[src/rtl/l1_fill_ctrl_pkg.sv]
// rtl/l1_fill_ctrl_pkg.sv - shared widths, response codes and entry layout for the L1 fill controller
package l1_fill_ctrl_pkg;

    localparam int ENTRIES            = 4;
    localparam int STRAND_WIDTH       = 2;
    localparam int ADDR_W             = 26;
    localparam int WAY_W              = 2;
    localparam int L1_SET_INDEX_WIDTH = 7;
    localparam int L1_TAG_WIDTH       = ADDR_W - L1_SET_INDEX_WIDTH;

    // L2 response kinds carried on l2_rsp_type
    typedef enum logic {
        L1_RSP_FILL       = 1'b0,
        L1_RSP_INVALIDATE = 1'b1
    } l1_rsp_e;

    // One outstanding miss; wait_mask holds the strands parked on this line
    typedef struct packed {
        logic                    valid;
        logic                    issued;
        logic [ADDR_W-1:0]       addr;
        logic [WAY_W-1:0]        way;
        logic [ENTRIES-1:0]      wait_mask;
    } miss_entry_t;

    typedef enum logic {
        REQ_IDLE = 1'b0,
        REQ_BUSY = 1'b1
    } req_state_e;

    function automatic logic [ENTRIES-1:0] strand_onehot(input logic [STRAND_WIDTH-1:0] s);
        return ENTRIES'(1) << s;
    endfunction

endpackage

[src/rtl/l1_fill_ctrl_if.sv]
// rtl/l1_fill_ctrl_if.sv - L2 line request / response bus between the L1 fill controller and L2
interface l1_fill_ctrl_if;

    logic                                   l2_req_valid;
    logic [l1_fill_ctrl_pkg::ADDR_W-1:0]    l2_req_addr;
    logic [l1_fill_ctrl_pkg::WAY_W-1:0]     l2_req_way;
    logic                                   l2_req_ack;
    logic                                   l2_rsp_valid;
    logic                                   l2_rsp_type;
    logic [l1_fill_ctrl_pkg::ADDR_W-1:0]    l2_rsp_addr;
    logic [l1_fill_ctrl_pkg::WAY_W-1:0]     l2_rsp_way;

    // L1 side: issues requests, consumes responses
    modport master (
        output l2_req_valid, l2_req_addr, l2_req_way,
        input  l2_req_ack,
        input  l2_rsp_valid, l2_rsp_type, l2_rsp_addr, l2_rsp_way
    );

    // L2 side: accepts requests, produces responses
    modport slave (
        input  l2_req_valid, l2_req_addr, l2_req_way,
        output l2_req_ack,
        output l2_rsp_valid, l2_rsp_type, l2_rsp_addr, l2_rsp_way
    );

endinterface

[src/rtl/l1_fill_ctrl_fill_request_arbiter.sv]
// rtl/l1_fill_ctrl_fill_request_arbiter.sv - round-robin pick among entries waiting to be sent to L2
module l1_fill_ctrl_fill_request_arbiter
    import l1_fill_ctrl_pkg::*;
(
    input  logic                    clk,
    input  logic                    reset,
    input  logic [ENTRIES-1:0]      req_i,
    input  logic                    ack_i,
    input  logic [STRAND_WIDTH-1:0] ack_idx_i,
    output logic                    gnt_valid_o,
    output logic [ENTRIES-1:0]      gnt_onehot_o,
    output logic [STRAND_WIDTH-1:0] gnt_idx_o
);

    logic [STRAND_WIDTH-1:0] ptr_q;
    logic [STRAND_WIDTH-1:0] ptr_d;
    logic [STRAND_WIDTH-1:0] idx;

    // Scan from the pointer upward; descending loop so the closest requester wins
    always_comb begin
        gnt_valid_o  = 1'b0;
        gnt_onehot_o = '0;
        gnt_idx_o    = '0;
        idx          = '0;
        for (int i = ENTRIES - 1; i >= 0; i--) begin
            idx = ptr_q + STRAND_WIDTH'(i);
            if (req_i[idx]) begin
                gnt_valid_o = 1'b1;
                gnt_idx_o   = idx;
            end
        end
        if (gnt_valid_o) begin
            gnt_onehot_o[gnt_idx_o] = 1'b1;
        end
        ptr_d = ack_i ? ack_idx_i + 1'b1 : ptr_q;
    end

    // Pointer moves past the acknowledged entry only when L2 takes it
    always_ff @(posedge clk or negedge reset) begin
        if (!reset) begin
            ptr_q <= '0;
        end else begin
            ptr_q <= ptr_d;
        end
    end

endmodule

[src/rtl/l1_fill_ctrl.sv]
// rtl/l1_fill_ctrl.sv - pending-miss tracking, L2 line requests and tag-array write generation
module l1_fill_ctrl
    import l1_fill_ctrl_pkg::*;
(
    input  logic                          clk,
    input  logic                          reset,
    input  logic                          miss_i,
    input  logic [ADDR_W-1:0]             miss_addr_i,
    input  logic [STRAND_WIDTH-1:0]       miss_strand_i,
    output logic                          full_o,
    l1_fill_ctrl_if.master                l2_if,
    output logic                          update_o,
    output logic                          invalidate_o,
    output logic [WAY_W-1:0]              update_way_o,
    output logic [L1_TAG_WIDTH-1:0]       update_tag_o,
    output logic [L1_SET_INDEX_WIDTH-1:0] update_set_o,
    output logic [ENTRIES-1:0]            wake_o
);

    miss_entry_t [ENTRIES-1:0]     ent_q, ent_d;
    logic [WAY_W-1:0]              rr_q, rr_d;
    logic                          full_q, full_d;

    req_state_e                    req_state_q;
    logic                          req_valid_q;
    logic [ADDR_W-1:0]             req_addr_q;
    logic [WAY_W-1:0]              req_way_q;
    logic [STRAND_WIDTH-1:0]       req_idx_q;

    logic                          update_q, invalidate_q;
    logic [WAY_W-1:0]              upd_way_q;
    logic [L1_TAG_WIDTH-1:0]       upd_tag_q;
    logic [L1_SET_INDEX_WIDTH-1:0] upd_set_q;
    logic [ENTRIES-1:0]            wake_q, wake_d;

    logic [ENTRIES-1:0]            valid_vec, pending_vec, valid_d_vec, miss_onehot;
    logic                          rsp_fill, rsp_inval;
    logic                          fill_hit, miss_hit, miss_merge, full_now, alloc, issue_ack;
    logic [STRAND_WIDTH-1:0]       fill_idx, miss_idx, free_idx;
    logic                          gnt_valid;
    logic [ENTRIES-1:0]            gnt_onehot;
    logic [STRAND_WIDTH-1:0]       gnt_idx;
    logic [ADDR_W-1:0]             pick_addr;
    logic [WAY_W-1:0]              pick_way;

    assign rsp_fill    = l2_if.l2_rsp_valid && (l2_if.l2_rsp_type == L1_RSP_FILL);
    assign rsp_inval   = l2_if.l2_rsp_valid && (l2_if.l2_rsp_type == L1_RSP_INVALIDATE);
    assign miss_onehot = strand_onehot(miss_strand_i);
    assign full_now    = &valid_vec;
    assign miss_merge  = miss_hit && fill_hit && (miss_idx == fill_idx);
    assign alloc       = miss_i && !miss_hit && !full_now;
    assign issue_ack   = (req_state_q == REQ_BUSY) && l2_if.l2_req_ack;

    // Address match against live entries and lowest-index free slot search
    always_comb begin
        valid_vec   = '0;
        pending_vec = '0;
        fill_hit    = 1'b0;
        fill_idx    = '0;
        miss_hit    = 1'b0;
        miss_idx    = '0;
        free_idx    = '0;
        for (int i = ENTRIES - 1; i >= 0; i--) begin
            valid_vec[i]   = ent_q[i].valid;
            pending_vec[i] = ent_q[i].valid && !ent_q[i].issued;
            if (rsp_fill && ent_q[i].valid && ent_q[i].issued &&
                ent_q[i].addr == l2_if.l2_rsp_addr) begin
                fill_hit = 1'b1;
                fill_idx = STRAND_WIDTH'(i);
            end
            if (miss_i && ent_q[i].valid && ent_q[i].addr == miss_addr_i) begin
                miss_hit = 1'b1;
                miss_idx = STRAND_WIDTH'(i);
            end
            if (!ent_q[i].valid) begin
                free_idx = STRAND_WIDTH'(i);
            end
        end
    end

    // Entry array update: issue marking, fill retirement, miss merge and allocation
    always_comb begin
        ent_d       = ent_q;
        rr_d        = rr_q;
        wake_d      = '0;
        valid_d_vec = '0;
        if (issue_ack) begin
            ent_d[req_idx_q].issued = 1'b1;
        end
        if (fill_hit) begin
            wake_d          = ent_q[fill_idx].wait_mask | (miss_merge ? miss_onehot : '0);
            ent_d[fill_idx] = '0;
        end
        if (miss_hit && !miss_merge) begin
            ent_d[miss_idx].wait_mask = ent_q[miss_idx].wait_mask | miss_onehot;
        end
        // Slot freed by a fill this cycle still reads as valid here, so it is not reused yet
        if (alloc) begin
            ent_d[free_idx].valid     = 1'b1;
            ent_d[free_idx].issued    = 1'b0;
            ent_d[free_idx].addr      = miss_addr_i;
            ent_d[free_idx].way       = rr_q;
            ent_d[free_idx].wait_mask = miss_onehot;
            rr_d                      = rr_q + 1'b1;
        end
        for (int i = 0; i < ENTRIES; i++) begin
            valid_d_vec[i] = ent_d[i].valid;
        end
        full_d = &valid_d_vec;
    end

    // Entry storage, victim counter and registered full flag
    always_ff @(posedge clk or negedge reset) begin
        if (!reset) begin
            ent_q  <= '0;
            rr_q   <= '0;
            full_q <= 1'b0;
        end else begin
            ent_q  <= ent_d;
            rr_q   <= rr_d;
            full_q <= full_d;
        end
    end

    l1_fill_ctrl_fill_request_arbiter u_arb (
        .clk          (clk),
        .reset        (reset),
        .req_i        (pending_vec),
        .ack_i        (issue_ack),
        .ack_idx_i    (req_idx_q),
        .gnt_valid_o  (gnt_valid),
        .gnt_onehot_o (gnt_onehot),
        .gnt_idx_o    (gnt_idx)
    );

    // Fetch address/way of the granted entry
    always_comb begin
        pick_addr = '0;
        pick_way  = '0;
        for (int i = 0; i < ENTRIES; i++) begin
            if (gnt_onehot[i]) begin
                pick_addr = ent_q[i].addr;
                pick_way  = ent_q[i].way;
            end
        end
    end

    // Request FSM: present one entry, hold it until ack, then idle one cycle before the next
    always_ff @(posedge clk or negedge reset) begin
        if (!reset) begin
            req_state_q <= REQ_IDLE;
            req_valid_q <= 1'b0;
            req_addr_q  <= '0;
            req_way_q   <= '0;
            req_idx_q   <= '0;
        end else begin
            case (req_state_q)
                REQ_IDLE: begin
                    if (gnt_valid) begin
                        req_state_q <= REQ_BUSY;
                        req_valid_q <= 1'b1;
                        req_addr_q  <= pick_addr;
                        req_way_q   <= pick_way;
                        req_idx_q   <= gnt_idx;
                    end
                end
                REQ_BUSY: begin
                    if (l2_if.l2_req_ack) begin
                        req_state_q <= REQ_IDLE;
                        req_valid_q <= 1'b0;
                    end
                end
                default: begin
                    req_state_q <= REQ_IDLE;
                    req_valid_q <= 1'b0;
                end
            endcase
        end
    end

    // Tag-write pulses; way/set/tag only reload on a response and otherwise hold
    always_ff @(posedge clk or negedge reset) begin
        if (!reset) begin
            update_q     <= 1'b0;
            invalidate_q <= 1'b0;
            wake_q       <= '0;
            upd_way_q    <= '0;
            upd_tag_q    <= '0;
            upd_set_q    <= '0;
        end else begin
            update_q     <= rsp_fill;
            invalidate_q <= rsp_inval;
            wake_q       <= wake_d;
            if (l2_if.l2_rsp_valid) begin
                upd_way_q <= l2_if.l2_rsp_way;
                upd_tag_q <= l2_if.l2_rsp_addr[ADDR_W-1:L1_SET_INDEX_WIDTH];
                upd_set_q <= l2_if.l2_rsp_addr[L1_SET_INDEX_WIDTH-1:0];
            end
        end
    end

    // A new line with every entry busy has nowhere to go; the miss is dropped
    assert_false: assert property (@(posedge clk) disable iff (!reset) !(miss_i && !miss_hit && full_now));

    assign full_o             = full_q;
    assign l2_if.l2_req_valid = req_valid_q;
    assign l2_if.l2_req_addr  = req_addr_q;
    assign l2_if.l2_req_way   = req_way_q;
    assign update_o           = update_q;
    assign invalidate_o       = invalidate_q;
    assign update_way_o       = upd_way_q;
    assign update_tag_o       = upd_tag_q;
    assign update_set_o       = upd_set_q;
    assign wake_o             = wake_q;

endmodule

[src/flat_wrapper.sv]
// flat-port wrapper written by rule: the top's interface ports become plain ports
module l1_fill_ctrl_flat import l1_fill_ctrl_pkg::*;
  (clk, reset, miss_i, miss_addr_i, miss_strand_i, full_o, update_o, invalidate_o, update_way_o, update_tag_o, update_set_o, wake_o, l2_if_l2_req_valid, l2_if_l2_req_addr, l2_if_l2_req_way, l2_if_l2_req_ack, l2_if_l2_rsp_valid, l2_if_l2_rsp_type, l2_if_l2_rsp_addr, l2_if_l2_rsp_way);
  l1_fill_ctrl_if l2_if_i ();
  input  logic clk;
  input  logic reset;
  input  logic miss_i;
  input  logic [ADDR_W-1:0] miss_addr_i;
  input  logic [STRAND_WIDTH-1:0] miss_strand_i;
  output logic full_o;
  output logic update_o;
  output logic invalidate_o;
  output logic [WAY_W-1:0] update_way_o;
  output logic [L1_TAG_WIDTH-1:0] update_tag_o;
  output logic [L1_SET_INDEX_WIDTH-1:0] update_set_o;
  output logic [ENTRIES-1:0] wake_o;
  output wire logic [$bits(l2_if_i.l2_req_valid)-1:0] l2_if_l2_req_valid;
  output wire logic [$bits(l2_if_i.l2_req_addr)-1:0] l2_if_l2_req_addr;
  output wire logic [$bits(l2_if_i.l2_req_way)-1:0] l2_if_l2_req_way;
  input wire logic [$bits(l2_if_i.l2_req_ack)-1:0] l2_if_l2_req_ack;
  input wire logic [$bits(l2_if_i.l2_rsp_valid)-1:0] l2_if_l2_rsp_valid;
  input wire logic [$bits(l2_if_i.l2_rsp_type)-1:0] l2_if_l2_rsp_type;
  input wire logic [$bits(l2_if_i.l2_rsp_addr)-1:0] l2_if_l2_rsp_addr;
  input wire logic [$bits(l2_if_i.l2_rsp_way)-1:0] l2_if_l2_rsp_way;
  assign l2_if_l2_req_valid = l2_if_i.l2_req_valid;
  assign l2_if_l2_req_addr = l2_if_i.l2_req_addr;
  assign l2_if_l2_req_way = l2_if_i.l2_req_way;
  assign l2_if_i.l2_req_ack = l2_if_l2_req_ack;
  assign l2_if_i.l2_rsp_valid = l2_if_l2_rsp_valid;
  assign l2_if_i.l2_rsp_type = l2_if_l2_rsp_type;
  assign l2_if_i.l2_rsp_addr = l2_if_l2_rsp_addr;
  assign l2_if_i.l2_rsp_way = l2_if_l2_rsp_way;
  l1_fill_ctrl u_core (.clk(clk), .reset(reset), .miss_i(miss_i), .miss_addr_i(miss_addr_i), .miss_strand_i(miss_strand_i), .full_o(full_o), .l2_if(l2_if_i), .update_o(update_o), .invalidate_o(invalidate_o), .update_way_o(update_way_o), .update_tag_o(update_tag_o), .update_set_o(update_set_o), .wake_o(wake_o));
endmodule
[config.mk]
export PLATFORM = sky130hd
export DESIGN_NAME = l1_fill_ctrl_flat
export DESIGN_NICKNAME = d
export VERILOG_FILES = /design/src/rtl/l1_fill_ctrl_pkg.sv /design/src/rtl/l1_fill_ctrl_if.sv /design/src/rtl/l1_fill_ctrl_fill_request_arbiter.sv /design/src/rtl/l1_fill_ctrl.sv /design/src/flat_wrapper.sv
export SDC_FILE = /design/constraint.sdc
export NUM_CORES = 1
export LEC_CHECK = 0
export CAP_MARGIN = 20
export CELL_PAD_IN_SITES_DETAIL_PLACEMENT = 0
export CELL_PAD_IN_SITES_GLOBAL_PLACEMENT = 1
export CORE_MARGIN = 1.5
export CORE_UTILIZATION = 48
export DETAILED_ROUTE_END_ITERATION = 10
export PLACE_DENSITY = 0.93
export SYNTH_ARGS = -nofsm -noshare
export SYNTH_HDL_FRONTEND = slang
export SYNTH_SLANG_ARGS = --single-unit
[constraint.sdc]
create_clock -name clk -period 5.7 [get_ports clk]
set_input_delay 0.855 -clock clk [delete_from_list [all_inputs] [get_ports clk]]
set_output_delay 0.855 -clock clk [all_outputs]
set_load 0.03 [all_outputs]
==> images/layer_met2.png <==
(2 px per µm)
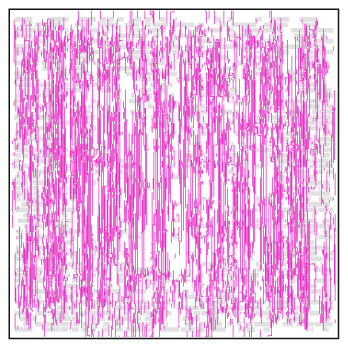
nets with wire on the layer: 1277
wire length on this layer: 23.5 mm
met2 usage in global routing: 0.623
vias after detailed routing: 11400

==> images/detail.png <==
Window x 62 to 102, y 62 to 102 µm. Cells in gray, sequential cells in the stronger gray; small squares are vias.
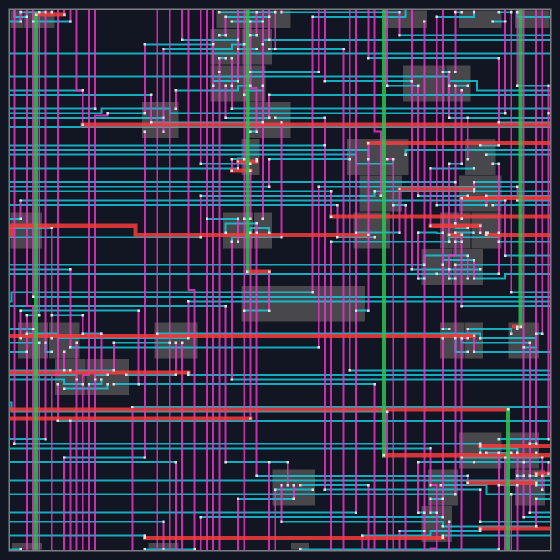
legend:
  metal 4:
    color: green
  metal 1:
    color: cyan
  metal 2:
    color: magenta
  metal 3:
    color: red
sequential cells in the window: 0
cells with their middle in the window: 35
most frequent: nor4_1 (9), nand4_1 (6), nor2_1 (3)

==> run summary <==
run results: ys flop type=dfrtp_1, buffering overhead=0.0994, reg2reg start=u_core.ent_q[33], Largest area class, layout=logic gates, Data arrival, critical path=around 5 ns, Reg area=5180 µm², distinct lib cells=68, Layout clock area frac=0.0482, met1 Track Usage GR=0.516, Tap Cells=330, switching power=slightly below 4 mW, placed cell area=~14000 µm², antenna violations before repair=0, nonclk buf count=roughly 150, CTS sink count=between 200 and 250, Syn Nets=1468, ANT nets after route=0, Combinational Power=between 3 and 4 mW, vias in the first global route=about 11000, GPL Wtd Cong=between 1 and 1.5, tool warning count=33, Comb/total area=0.464, Die X=between 150 and 200 µm, clock share of power=0.173, clock buffers=33, worst slew pin tran=~1.1 ns, Synth Seq Share=0.417, Pwr top=combinational logic, Setup Buffers After CTS=0, Synth area leader=dfrtp_1, die y size=~160 µm, minimum period implied by the final worst setup slack=~4.4 ns, fillers=around 2200, Inserted Clock Buffers=23, Final TNS setup=0 ns, hold_buf cts=0, Overall Power=8.08 mW, share of cells above drive strength 1=0.0774, Clock Skews=between 0.02 and 0.025 ns, PwrDens=557 nW/µm², syn_area_per_cell=a little under 9 µm², met2 WL=between 20000 and 25000 µm, Top Metal Used=met4, Post-synth EDFFs=0, Mapped Cells=between 1000 and 1500, FMAX=between 200 and 250 MHz, xor/xnor share=0.148, WS Path Type=input port to flip-flop, Flop+latch power=2.86 mW, Most Used Layer, Global Route=met2, Critical Path Source Type=input port, Util after Layout=0.575, DRT Pass-1 Iters=6, Placed Cells=roughly 1800, Final WS setup=about 1.3 ns, leakage power=5.99 nW, Largest logic family=simple AND/OR/NAND/NOR gates, largest net degree at the start of global routing=between 100 and 150, Switching Share=0.479, mux frac, synth=0.0313, WP data required=between 6 and 7 ns, cells in synth_stat.txt=roughly 1400, final setup violation count=0, Post-DP HPWL=~38000 µm, WL met3=about 3700 µm, sequential power share=0.353, FP Util=0.492, status=finished, final reports clean, M1 WL=21200 µm, vias per inst=6.30, Post-synth regs=207, Largest cells by area=dfrtp_1 (42%), xor2_1 (9.3%), nand2_1 (7.9%), xnor2_1 (5.5%), a22oi_1 (3.4%), I/O pins=126, Comb gates=between 1000 and 1500, Synth Cell Area=about 12000 µm², design area=14500 µm², Synth Warn #=0, CTS H-tree depth=1, net total in the final layout=1526, Seq/total area=0.357, R2R setup slack=between 1.5 and 2 ns, flip-flops=~210, chip area=26800 µm², post-route insts no fill=~1800, adder share=0.00403, Compound Share, Synth=0.119, clk buf depth=3, Iter 0 DRT Violations=1540, Clk pin slew, worst setup/hold paths=roughly 0.06 ns, internal power=~4.2 mW, worst hold slack=~0.40 ns, row count=~58, max-cap viol count=0, Signal inverters=12, logic area=approximately 6700 µm², # resized after CTS=0, Final Max Tran Viols=0, Slew headroom=0.249, crit end category=flip-flop, Top cell excl fill/tap=nand2_1, Port Buffers=about 130, met3 GRT Util=0.0543, Clk power=1.40 mW, antenna cell count=0, CTS tree=built, critical-path maximum fanout=17, grt total ovfl=0, latest clock arrival within the worst-skew pair=approximately 0.53 ns, Hold Path Class=input port to async pin, Place WS=0.919 ns, logic gate share of total power=0.474, CORE AREA=approximately 25000 µm², chip area line of the yosys report=between 10000 and 15000 µm², RSZ-0062 raised after global routing=false, area grow syn2layout=16.9%, CTS root buffer=clkbuf_16, first-pass GRT wire length=approximately 73000 µm, Top cell area share=0.417, Peak VDD IR=between 0.0005 and 0.0006 V, Worst Setup SP=l2_if_l2_rsp_type, Top cells excl fill/tap=nand2_1 (262), dfrtp_1 (207), xor2_1 (132)
==> images/wires.png <==
(2 px per µm) Only two layers are drawn.
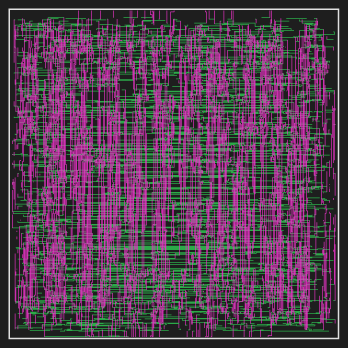
legend:
  metal 1:
    color: green
    wire_length: 21.3 mm
  metal 2:
    color: magenta
    wire_length: 23.5 mm
drt wl/cell: 27.6 µm
total track usage: 0.375
Post-Route WL: 49800 µm

## Yosys cell counts, types with 4 or more instances
cell type and number:
a21o_1 6, a21oi_1 13, a22oi_1 57, a31oi_1 31, a32oi_1 4, and3_1 6
and4_1 8, buf_2 34, buf_4 5, clkbuf_1 73, dfrtp_1 207, ha_1 4
inv_1 12, mux2_2 31, mux2i_1 4, nand2_1 262, nand2b_1 8, nand3_1 77
nand4_1 44, nand4b_1 7, nor2_1 62, nor2b_1 10, nor3_1 14, nor4_1 51
nor4b_1 4, o211ai_1 7, o21ai_0 69, o21ai_1 8, or3_1 7, or4_1 9
xnor2_1 78, xor2_1 132
## worst max-delay path, stage by stage
cell and delay (ns):
clkdlybuf4s50_1 0.48, nand4b_1 0.40, nor4_1 0.34, nand4_1 0.19
or4_1 0.85, buf_4 0.34, nand2_1 0.68, buf_4 0.38
nand2_1 0.09, o21ai_0 0.22
## sequential cells by signal, indices dropped and copies added (netlist names)
register,cells
u_core.l2_if.l2_req_addr,26
u_core.update_way_o,2
u_core.wake_o,4
u_core.update_o,1
u_core.l2_if.l2_req_way,2
u_core.req_idx_q,2
u_core.ent_q,136
u_core.l2_if.l2_req_valid,1
u_core.update_set_o,7
u_core.full_o,1
u_core.invalidate_o,1
u_core.update_tag_o,19
u_core.u_arb.ptr_q,2
u_core.req_state_q,1
u_core.rr_q,2
## final timing paths
check,endpoint,depth (start not counted)
worst min register to register,u_core.l2_if.l2_req_valid,1
worst min-delay path,u_core.l2_if.l2_req_addr[12],1
worst max register to register,u_core.ent_q[64],9
worst max-delay path,u_core.ent_q[64],10
min in group clk,u_core.l2_if.l2_req_valid,1
max in group asynchronous,u_core.ent_q[107],2
Power and IR drop assume default switching activity.
